Figure 1. Supply network (run 1).
Bar = 20 µm. Pins as bars on the die edge. Tap cells in grey.
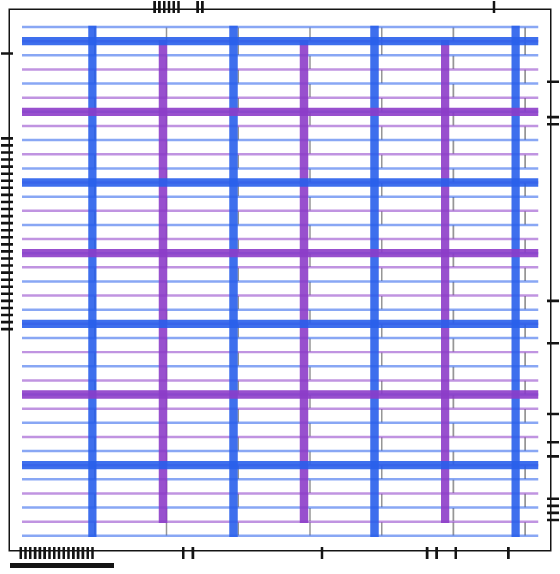
Figure 2. Placed cells, one colour a class (run 1).
Bar = 20 µm.
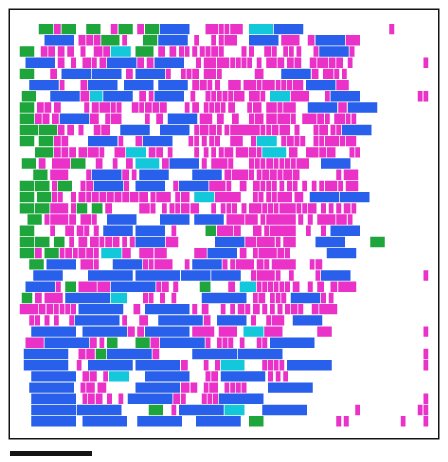
Figure 3. Routed clock nets over the placement (run 1).
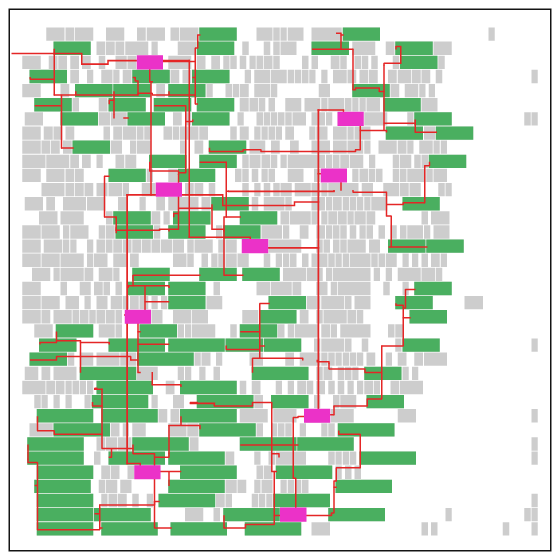
## src/rtl/uart_tx_peri.sv

```systemverilog
// Memory-mapped 8N1 UART transmitter: register bus, small byte FIFO, frame engine
// and a level interrupt that asserts once the transmitter has fully drained.
module uart_tx_peri #(
    parameter int FIFO_DEPTH  = 4,
    parameter int DIV_W       = 16,
    parameter int DEFAULT_DIV = 868
) (
    input  logic        clk,
    input  logic        rst,
    input  logic        wr_en,
    input  logic        rd_en,
    input  logic [1:0]  addr,
    input  logic [31:0] wdata,
    output logic [31:0] rdata,
    output logic        tx,
    output logic        busy,
    output logic        tx_irq
);
    localparam int AW = $clog2(FIFO_DEPTH);
    localparam logic [AW:0] PTR_ONE = (AW+1)'(1);

    typedef enum logic [1:0] {S_IDLE, S_START, S_DATA, S_STOP} state_t;

    state_t           state_q, state_d;
    logic [7:0]       mem_q [FIFO_DEPTH];
    logic [AW:0]      wr_ptr_q, wr_ptr_d, rd_ptr_q, rd_ptr_d;
    logic             overflow_q, overflow_d;
    logic [DIV_W-1:0] div_q, div_d;
    logic             irq_en_q, irq_en_d;
    logic [DIV_W-1:0] cnt_q, cnt_d, period_q, period_d;
    logic [2:0]       idx_q, idx_d;
    logic [7:0]       shift_q, shift_d;
    logic             tx_q, tx_d, busy_q, busy_d, irq_q, irq_d;

    logic empty, full, data_wr, push, pop, start, last_tick;
    logic [7:0] head;

    assign empty     = (wr_ptr_q == rd_ptr_q);
    assign full      = ((wr_ptr_q ^ rd_ptr_q) == {1'b1, {AW{1'b0}}});
    assign data_wr   = wr_en && (addr == 2'd0);
    assign push      = data_wr && !full;
    assign head      = mem_q[rd_ptr_q[AW-1:0]];
    assign last_tick = (cnt_q == period_q - DIV_W'(1));

    assign tx     = tx_q;
    assign busy   = busy_q;
    assign tx_irq = irq_q;

    always_comb begin
        wr_ptr_d   = wr_ptr_q;
        overflow_d = overflow_q;
        div_d      = div_q;
        irq_en_d   = irq_en_q;
        if (push) wr_ptr_d = wr_ptr_q + PTR_ONE;
        if (data_wr && full) overflow_d = 1'b1;
        if (wr_en && addr == 2'd1 && wdata[3]) overflow_d = 1'b0;
        if (wr_en && addr == 2'd2) div_d = wdata[DIV_W-1:0];
        if (wr_en && addr == 2'd3) irq_en_d = wdata[0];
    end

    always_comb begin
        state_d  = state_q;
        cnt_d    = cnt_q + DIV_W'(1);
        period_d = period_q;
        idx_d    = idx_q;
        shift_d  = shift_q;
        tx_d     = tx_q;
        busy_d   = busy_q;
        pop      = 1'b0;
        start    = 1'b0;
        case (state_q)
            S_IDLE: begin
                tx_d  = 1'b1;
                cnt_d = '0;
                if (!empty) start = 1'b1;
            end
            S_START: begin
                if (last_tick) begin
                    state_d = S_DATA;
                    cnt_d   = '0;
                    tx_d    = shift_q[0];
                    shift_d = shift_q >> 1;
                    idx_d   = 3'd0;
                end
            end
            S_DATA: begin
                if (last_tick) begin
                    cnt_d = '0;
                    if (idx_q == 3'd7) begin
                        state_d = S_STOP;
                        tx_d    = 1'b1;
                    end else begin
                        tx_d    = shift_q[0];
                        shift_d = shift_q >> 1;
                        idx_d   = idx_q + 3'd1;
                    end
                end
            end
            S_STOP: begin
                if (last_tick) begin
                    if (!empty) begin
                        start = 1'b1;
                    end else begin
                        state_d = S_IDLE;
                        busy_d  = 1'b0;
                        tx_d    = 1'b1;
                    end
                end
            end
            default: state_d = S_IDLE;
        endcase
        // The bit period is captured here so a DIV write mid-frame only affects later frames.
        if (start) begin
            pop      = 1'b1;
            state_d  = S_START;
            shift_d  = head;
            tx_d     = 1'b0;
            busy_d   = 1'b1;
            cnt_d    = '0;
            period_d = (div_q == '0) ? DIV_W'(1) : div_q;
        end
    end

    assign rd_ptr_d = rd_ptr_q + {{AW{1'b0}}, pop};
    assign irq_d    = irq_en_q & empty & ~busy_q;

    always_ff @(posedge clk) begin
        if (!rst) begin
            state_q    <= S_IDLE;
            wr_ptr_q   <= '0;
            rd_ptr_q   <= '0;
            overflow_q <= 1'b0;
            div_q      <= DIV_W'(DEFAULT_DIV);
            irq_en_q   <= 1'b0;
            cnt_q      <= '0;
            period_q   <= DIV_W'(1);
            idx_q      <= 3'd0;
            tx_q       <= 1'b1;
            busy_q     <= 1'b0;
            irq_q      <= 1'b0;
        end else begin
            state_q    <= state_d;
            wr_ptr_q   <= wr_ptr_d;
            rd_ptr_q   <= rd_ptr_d;
            overflow_q <= overflow_d;
            div_q      <= div_d;
            irq_en_q   <= irq_en_d;
            cnt_q      <= cnt_d;
            period_q   <= period_d;
            idx_q      <= idx_d;
            tx_q       <= tx_d;
            busy_q     <= busy_d;
            irq_q      <= irq_d;
        end
    end

    always_ff @(posedge clk) begin
        shift_q <= shift_d;
        if (push) mem_q[wr_ptr_q[AW-1:0]] <= wdata[7:0];
    end

    always_comb begin
        rdata = '0;
        if (rd_en) begin
            case (addr)
                2'd1:    rdata[3:0] = {overflow_q, empty, full, busy_q};
                2'd2:    rdata[DIV_W-1:0] = div_q;
                2'd3:    rdata[0] = irq_en_q;
                default: rdata = '0;
            endcase
        end
    end
endmodule
```

## config.mk

```make
export PLATFORM = sky130hd
export DESIGN_NAME = uart_tx_peri
export DESIGN_NICKNAME = d
export VERILOG_FILES = /design/src/rtl/uart_tx_peri.sv
export SDC_FILE = /design/constraint.sdc
export NUM_CORES = 1
export LEC_CHECK = 0
export ABC_AREA = 1
export CAP_MARGIN = 25
export CORE_MARGIN = 2
export CORE_UTILIZATION = 55
export DETAILED_ROUTE_END_ITERATION = 7
export GPL_ROUTABILITY_DRIVEN = 0
export PLACE_DENSITY = 0.8
export SLEW_MARGIN = 20
export SYNTH_ARGS = -nofsm -noshare
export SYNTH_HDL_FRONTEND = slang
export SYNTH_SLANG_ARGS = --single-unit
export TNS_END_PERCENT = 10
```

## constraint.sdc

```tcl
create_clock -name clk -period 3.3 [get_ports clk]
set_input_delay 0.66 -clock clk [delete_from_list [all_inputs] [get_ports clk]]
set_output_delay 0.66 -clock clk [all_outputs]
set_load 0.03 [all_outputs]
```

==> run summary, run 1 <==
run metrics: top cells by area dfxtp_1, edfxtp_1, nand2_1, inv_1, nor2_1, YS warnings 0, crit path DAT between 2 and 3 ns, FMAX roughly 310 MHz, post-CTS sizing 0, DP Worst Slack ~0.075 ns, CP max-delay cell clkdlybuf4s50_1, YS chip area ~5500 µm², final hold vios 0, port buffer count around 40, cell taking the most area after synthesis dfxtp_1, CP endpoint kind output port, Gate Area between 2000 and 3000 µm², Antenna diodes 0, drt wl/cell 13.7 µm, CTS Buf Count 9, tool warnings ~53, Pre-Place Util a little under three fifths, Seq share, synth between 40% and 50%, router iterations before antenna repair 6, Cell Type Count between 50 and 60, CTS tree done, clk sinks between 100 and 150, part of the power in combinational logic 41.3%, final instance area ~6000 µm², final wirelength between 10000 and 15000 µm, I/O pins around 73, synthesized area per cell around 8.3 µm², drt initial violations between 200 and 250, Area Growth Syn to Fin 12.6%, largest net degree at the start of global routing 34, Commonest cells post-synth nand2_1, inv_1, nor2_1, Final WS setup ~0.12 ns, Crit path depth 6, reported leakage power between 2 and 3 nW, internal power ~2.4 mW, # Cells Yosys ~660, top area contributor share 23.3%, FF+latch area between 2000 and 2500 µm², Reg clk slew, reported paths 0.12 ns, Dominant Register Cell dfxtp_1, die area 10800 µm², H-Tree Depth 3, Post-synth EDFFs approximately 40, Fillers just over 800, Max Slew Vio Count 0, worst path cell trace clkdlybuf4s50_1 > inv_1 > ha_1 > inv_1 > nor3_1 > clkdlybuf4s50_1, number of nets in the layout ~760, unrepaired setup endpoints after global routing false, power per cell area ~700 nW/µm², Buf+Inv Stages, Crit Path 4, global route overflow 0, clock buffer depth 2, Synth async-reset ratio 0%, Syn Inst Count around 660, Yosys reg bits 104, WHS 0.484 ns, Flop pwr share approximately two fifths, Worst Hold Path Cells 2, initial antenna violation count 0, crit-path leading delay family buffers and inverters, CP max FO 13, final setup fails 0, kind of critical path in -> out, data required time of the worst path 2.64 ns, largest stage delay on the critical path ~0.7 ns, post-layout min period about 3.2 ns, most frequent cell after synthesis nand2_1, Post-DP Area between 5000 and 6000 µm², Final period util 96.2%, postcts setup bufs 0, share of post-route cells with drive strength above 1 ~9%, gr usage total 22.6%, Post-DRT Antenna Nets 0, DP HPWL 8470 µm, switching pwr between 1.5 and 2 mW, via/cell ratio between 5 and 6, HP Class reg -> reg, vias in the first global route 4300, synthesized cell area ~5500 µm², cts-stage hold buffer count 0, Post-route DRC 0, first-pass GRT wire length between 15000 and 20000 µm, Worst setup SP type input pin, CTS root buffer clkbuf_8, outcome complete, no violations, Switching Share a little over two fifths, Vias 4467, setup TNS 0 ns, worst r2r path cells 14, max_cap viols 0
Notes on Figure 1 above:
blue -> VSS
purple -> VDD
signal pins = 73
rows = 36
met4 straps = 7
tap cells = 133
Die Height: 104 µm
die width: 104 µm
Peak VDD IR: 354 µV
core region area: 9730 µm²

Notes on Figure 2 above:
cyan -> clock drivers and dummy loads  # cells 16, share of their area 3.7%
blue -> registers  # cells 104, share of their area 41%
green -> remaining buffers and delay cells  # cells 48, share of their area 7.8%
magenta -> remaining logic cells  # cells 540, share of their area 47%
fin util: 63.6%
row cnt: 36

Notes on Figure 3 above:
red -> clock wires  # length 1140 µm
magenta -> clock-net drivers  # count 9
green -> flip-flops  # count 104
routed clock nets = 10
Power Clock: 0.844 mW
clk latency late pin: 0.40 ns
Fin Clk Skew: 0.00975 ns
clock power share: 19.9%

==> run 1: per-stage QoR <==
step	power (mW)	instances
final	4.24	841
after global routing	4.55	841
after CTS	4.24	841
after detailed placement	3.39	825
after global placement	3.34	825
after floorplan	3.07	677
==> run 1: cell usage in the layout (no fill, tap or decap), drive strengths merged, types with 3 or more instances in the layout <==
cell type	Yosys	final
o22ai	10	10
clkinv	2	5
a21oi	33	33
nor3	19	19
xor2	13	13
dlymetal6s2s	0	5
conb	1	16
buf	22	9
nor4	3	3
edfxtp	40	40
nand3b	5	5
nand3	37	37
xnor2	12	12
nor3b	8	8
o211ai	5	5
nand2	133	133
clkdlybuf4s50	0	34
clkbuf	11	9
ha	19	19
inv	76	80
dfxtp	64	64
o21ai	51	51
nand4	5	5
nor2	80	80
==> run 1: worst paths after layout <==
path	startpoint	endpoint	slack, ns
max reg2reg	period_q[0]	shift_q[7]	0.28
min reg2reg	irq_en_q	tx_irq	0.48
max	addr[0]	rdata[8]	0.12
min	irq_en_q	tx_irq	0.48
==> run 1: state kept, by name (all words and copies together), names as in the netlist <==
register and cells:
busy 1, cnt_q 16, div_q 16, idx_q 3, irq_en_q 1, mem_q 32, overflow_q 1, period_q 16
rd_ptr_q 3, shift_q 8, state_q 2, tx 1, tx_irq 1, wr_ptr_q 3
==> run 1: cells by family after synthesis <==
logic type | count (synthesis) | share of synthesized area [%]
DFF | 104 | 45.2
other | 1 | 0.0683
buffers and inverters | 111 | 9.46
AOI/OAI and AO/OA | 107 | 11.0
and+or+nand+nor | 295 | 25.9
xor gates and xnor gates | 25 | 3.99
adders and majority gates | 19 | 4.33
==> run 1: area by class of cell <==
class                           instances  area share, %
Inverter                               78           4.82
Timing Repair Buffer                   48           7.61
Tap cell                              133           2.69
Sequential cell                       104           40.1
Clock buffer                            9           2.00
Clock inverter                          7           1.56
Multi-Input combinational cell        462           41.2
==> run 1: routing by layer <==
layer / vias to the layer above / share of wire [%] / global-route usage (%) / wire length (µm)
met5: - / 0 / 0 / 0
met4: 0 / 3.1 / 11.2 / 361
li1: 2234 / - / - / -
met2: 141 / 45 / 35.3 / 5120
met1: 2067 / 47 / 30.9 / 5440
met3: 25 / 5.0 / 3.07 / 578
==> run 1: worst reg2reg max path: stages, from the launching register on <==
cell and delay (ns):
dfxtp_1 0.38, inv_1 0.17, ha_1 0.30, nand3_4 0.15, nor2_4 0.17, nand2_1 0.08
xor2_1 0.17, nand2_1 0.09, nor2_2 0.19, nand3_2 0.12, nand2_4 0.09, nand2_8 0.12
inv_6 0.20, nor2_1 0.08, a21oi_2 0.37
==> run 1: power by group through the flow <==
| stage | logic [mW] | registers (mW) | clock network [mW] |
|---|---|---|---|
| global route | 1.98 | 1.66 | 0.902 |
| detailed placement | 1.72 | 1.67 | 0 |
| global placement | 1.67 | 1.66 | 0 |
| CTS | 1.75 | 1.64 | 0.851 |
| floorplan | 1.43 | 1.65 | 0 |
| finish | 1.75 | 1.65 | 0.844 |
==> inputs of run 2 (changes only) <==
==> constraint.sdc (replaced) <==
create_clock -name clk -period 3.3 [get_ports clk]
set_input_delay 0.66 -clock clk [delete_from_list [all_inputs] [get_ports clk]]
set_output_delay 0.66 -clock clk [all_outputs]
set_load 0.02 [all_outputs]
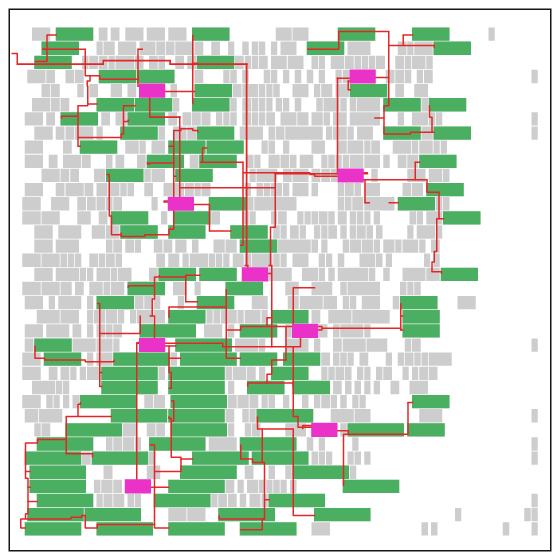
Figure 4: run 2, routed clock nets over the placement.
green -> flip-flops  # count 104
magenta -> clock-net drivers  # count 9
red -> clock wires  # length 1130 µm
flops lie = widely spread
routed clock nets = 10
Fin Clk Skew: 0.0112 ns
clock power share: 19.6%
Power Clock: 0.819 mW
clk latency late pin: 0.39 ns

==> run summary, run 2 <==
run metrics: Dominant Register Cell dfxtp_1, power per cell area between 600 and 700 nW/µm², YS chip area approximately 5500 µm², clk sinks around 100, Worst setup SP type input pin, Post-synth EDFFs ~40, max_cap viols 0, Reg2Reg Launch Point period_q[0], most instantiated logic cells after routing nand2_1, inv_1, nor2_1, largest stage delay on the critical path ~0.65 ns, vias in the first global route about 4100, die area around 11000 µm², CTS root buffer clkbuf_8, Yosys reg bits roughly 100, YS warnings 0, kind of critical path in -> out, initial antenna violation count 0, postcts setup bufs 0, setup TNS 0 ns, I/O pins around 73, via/cell ratio approximately 5.2, R2R setup slack between 0.2 and 0.3 ns, top cells by area dfxtp_1, edfxtp_1, nand2_1, inv_1, nor2_1, dominant logic cell type in the layout nand2_1, Final period util 94.0%, drt wl/cell ~13 µm, worst r2r dst shift_q[1], H-Tree Depth 3, Fillers 806, core region area a little under 10000 µm², Largest register FFs 32, first-pass GRT wire length 19200 µm, Seq share, synth between 40 and 50%, CTS tree done, final setup fails 0, Critical path origin addr[1], Die Height about 100 µm, CP max FO 3, CP max-delay cell clkdlybuf4s50_1, drt initial violations about 230, share of post-route cells with drive strength above 1 under 10%, Switching Share 41.6%, synthesized cell area 5490 µm², top area contributor share between 20% and 30%, switching pwr between 1.5 and 2 mW, DP HPWL ~8600 µm, outcome complete, no violations, post-layout min period approximately 3.1 ns, most frequent cell after synthesis nand2_1, Cell Type Count ~50, row cnt 36, Post-DRT Antenna Nets 0, Vias ~4400, worst r2r path cells 14, crit path DAT 2.44 ns, # Cells Yosys about 660, CP endpoint kind output port, synthesized area per cell between 8 and 9 µm², router iterations before antenna repair 5, part of the power in combinational logic 41.1%, port buffer count 40, crit-path leading delay family buffers and inverters, Synth async-reset ratio 0%, final wirelength about 11000 µm, gr usage total about 22%, internal power 2.45 mW, unrepaired setup endpoints after global routing false, Crit path depth 6, reported leakage power 2.54 nW, end of the critical path rdata[3], number of nets in the layout 763, HP Class reg -> reg
[run 2: cell count changes in the layout (fill, tap and decap cells not counted), sizes merged]
cell and delta:
clkdlybuf4s50 +5, buf +2, clkinv -1, dlymetal6s2s -4, inv +1
[run 2: logic make-up after synthesis]
logic type	Yosys count	share of synthesized area, %
other cells	1	0.0683
fa+ha+maj	19	4.33
buf+inv	111	9.46
flops	104	45.2
compound gates	107	11.0
simple gates	295	25.9
xor+xnor	25	3.99
[run 2: layout make-up]
| cell class | instances | area, µm² | area share, % |
|---|---|---|---|
| Timing Repair Buffer | 51 | 485 | 7.85 |
| Sequential cell | 104 | 2480 | 40.1 |
| Clock inverter | 7 | 83.8 | 1.36 |
| Multi-Input combinational cell | 462 | 2550 | 41.2 |
| Tap cell | 133 | 166 | 2.69 |
| Clock buffer | 9 | 124 | 2.00 |
| Inverter | 78 | 298 | 4.81 |
[run 2: metal layers]
| metal | global-route usage (%) | share of wire (%) | vias to the layer above |
|---|---|---|---|
| met5 | 0 | 0 | - |
| li1 | - | - | 2241 |
| met2 | 35.4 | 46 | 127 |
| met3 | 3.51 | 5.6 | 24 |
| met4 | 8.78 | 2.2 | 0 |
| met1 | 29.8 | 46 | 2022 |
[run 2: metrics by stage]
stage	utilization [%]	std cells	power [mW]	instance area, µm²	hold WS (ns)
finish	63.6	844	4.18	6190	0.483
global route	63.6	844	4.49	6190	0.508
CTS	63.6	844	4.20	6180	0.482
detailed placement	61.4	828	3.37	5980	0.465
global placement	61.4	828	3.32	5980	0.453
floorplan	-	677	3.06	5550	0.436
[run 2: how the worst min path moves through the flow]
stage	to	slack, ns	cells past startpoint
2_1_floorplan	cnt_q[0]	0.44	1
3_3_place_gp	period_q[6]	0.45	2
3_5_place_dp	idx_q[1]	0.47	2
4_1_cts	idx_q[1]	0.48	2
5_1_grt	period_q[8]	0.51	2
6_report	tx_irq	0.48	2
[run 2: tightest hold or removal path, delay by kind of cell (launching register included)]
family	cells	cell delay, ns
buffers and inverters	1	0.07
DFF	1	0.34
and+or+nand+nor	1	0.05
[run 2: power groups by stage]
stage | Clock, mW | Sequential, mW | Combinational (mW)
CTS | 0.833 | 1.64 | 1.72
global route | 0.878 | 1.66 | 1.95
detailed placement | 0 | 1.67 | 1.70
finish | 0.819 | 1.65 | 1.72
floorplan | 0 | 1.64 | 1.41
global placement | 0 | 1.66 | 1.66
==> inputs of run 3 (changes only) <==
==> constraint.sdc (replaced) <==
create_clock -name clk -period 3.3 [get_ports clk]
set_input_delay 0.66 -clock clk [delete_from_list [all_inputs] [get_ports clk]]
set_output_delay 0.66 -clock clk [all_outputs]
set_load 0.01 [all_outputs]
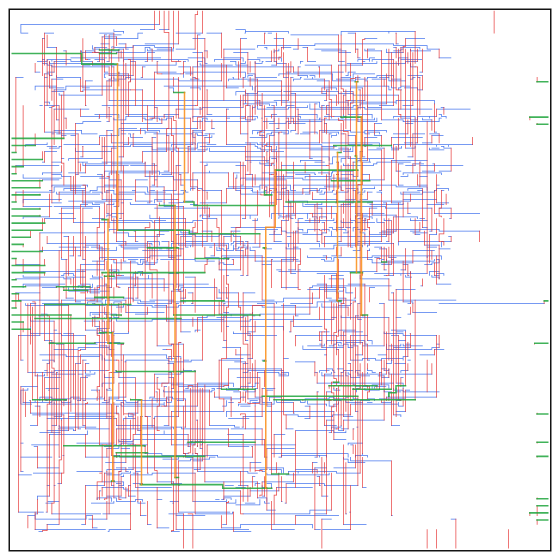
Figure 5: run 3, metal layers overlaid.
red -> M2  # wire length 5220 µm
blue -> M1  # wire length 5430 µm
green -> M3  # wire length 602 µm
orange -> M4  # wire length 341 µm
gr usage total: 22.3%
drt wl/cell: 13.7 µm
final wirelength: 11600 µm
Vias: 4363

==> run summary, run 3 <==
run metrics: Worst setup SP type input pin, Commonest cells post-synth nand2_1, inv_1, nor2_1, power per cell area 680 nW/µm², die area about 11000 µm², Seq share, synth between 40% and 50%, crit path DAT 2.57 ns, final setup fails 0, post-layout min period 3.23 ns, setup TNS 0 ns, initial antenna violation count 0, unrepaired setup endpoints after global routing false, outcome complete, no violations, largest stage delay on the critical path ~0.53 ns, CTS Buf Count 9, FF+latch area roughly 2500 µm², internal power 2.51 mW, switching pwr 1.70 mW, Final period util between 90% and 100%, CTS root buffer clkbuf_8, Pre-Place Util 56.4%, DP Worst Slack 0.112 ns, Antenna diodes 0, CP max FO 3, FMAX around 310 MHz, Synth async-reset ratio 0%, clock buffer depth 2, max_cap viols 0, first-pass GRT wire length about 20000 µm, tool warnings roughly 53, Non-Filler Instances 843, synthesized cell area 5490 µm², port buffer count approximately 40, final instance area just over 6000 µm², share of post-route cells with drive strength above 1 between 9 and 10%, Post-DP Area 5970 µm², postcts setup bufs 0, Post-route DRC 0, Die Height approximately 100 µm, CTS tree done, Area Growth Syn to Fin 12.6%, Final WS setup a little over 0.07 ns, Largest register FFs 32, vias in the first global route 4163, Syn Inst Count approximately 660, DP HPWL 8420 µm, # Cells Yosys approximately 660, largest net degree at the start of global routing 34, kind of critical path in -> out, most instantiated logic cells after routing nand2_1, inv_1, nor2_1, top cells by area dfxtp_1, edfxtp_1, nand2_1, inv_1, nor2_1, synthesized area per cell slightly above 8 µm², final hold vios 0, cell taking the most area after synthesis dfxtp_1, clk latency late pin approximately 0.38 ns, via/cell ratio 5.18, part of the power in combinational logic 40.6%, reported leakage power 2.51 nW, Max Slew Vio Count 0, Cell Type Count ~50, HP Class reg -> reg, Peak VDD IR approximately 380 µV, most frequent cell after synthesis nand2_1, H-Tree Depth 3, Switching Share about two fifths, clock power share a little over 20%, Reg clk slew, reported paths roughly 0.090 ns, worst path cell trace clkdlybuf4s50_1 > inv_2 > ha_1 > inv_1 > o21ai_0 > a21oi_1 > or3_1 > inv_1 > clkdlybuf4s50_1, core region area 9730 µm², top area contributor share 23.3%, data required time of the worst path between 2 and 3 ns, Fillers roughly 830, row cnt 36, YS chip area between 5000 and 6000 µm², Yosys reg bits between 100 and 150, CP max-delay cell clkdlybuf4s50_1, dominant logic cell type in the layout nand2_1, fin util between 60% and 70%, global route overflow 0, Dominant Register Cell dfxtp_1, router iterations before antenna repair 5
-- run 3: cell counts after synthesis --
No cell type changed its count.
-- run 3: power groups by stage --
stage	clock (mW)	combinational [mW]	sequential, mW
3_3_place_gp	0	1.64	1.66
3_5_place_dp	0	1.69	1.67
5_1_grt	0.920	1.94	1.66
4_1_cts	0.865	1.71	1.64
6_report	0.855	1.71	1.64
2_1_floorplan	0	1.40	1.63
-- run 3: repair_timing --
item,CTS,global route
resized,0,1
hold buffers,0,0
setup endpoints to repair,0,1
-- run 3: layer usage --
metal / global-route usage (%) / part of all wire [%] / vias up
met1: 31.0 / 47 / 1968
met4: 9.85 / 2.9 / 0
met5: 0 / 0 / -
met2: 35.0 / 45 / 137
met3: 3.01 / 5.2 / 23
li1: - / - / 2235
-- run 3: cell type report --
type,count,area share (%)
Clock inverter,7,1.52
Inverter,78,4.81
Timing Repair Buffer,50,7.69
Sequential cell,104,40.1
Multi-Input combinational cell,462,41.2
Tap cell,133,2.69
Clock buffer,9,2.00
-- run 3: final timing paths --
check                    from     endpoint  cells after the start
setup / recovery      addr[0]     rdata[0]                      9
setup reg to reg  period_q[0]   shift_q[6]                     14
hold reg to reg      div_q[6]  period_q[6]                      2
hold / removal       div_q[6]  period_q[6]                      2
-- run 3: critical path, delay by kind of cell --
family          cells  cell delay, ns
buf+inv             5            1.20
simple gates        1            0.31
fa+ha+maj           1            0.17
compound gates      2            0.22
-- run 3: cell families after synthesis --
family	count (synthesis)	synth area share (%)
other	1	0.0683
xor gates and xnor gates	25	3.99
and+or+nand+nor	295	25.9
adders and majority gates	19	4.33
buffers and inverters	111	9.46
AOI/OAI and AO/OA	107	11.0
DFF	104	45.2
No activity file was given, so power comes from the tool's default toggle rates.
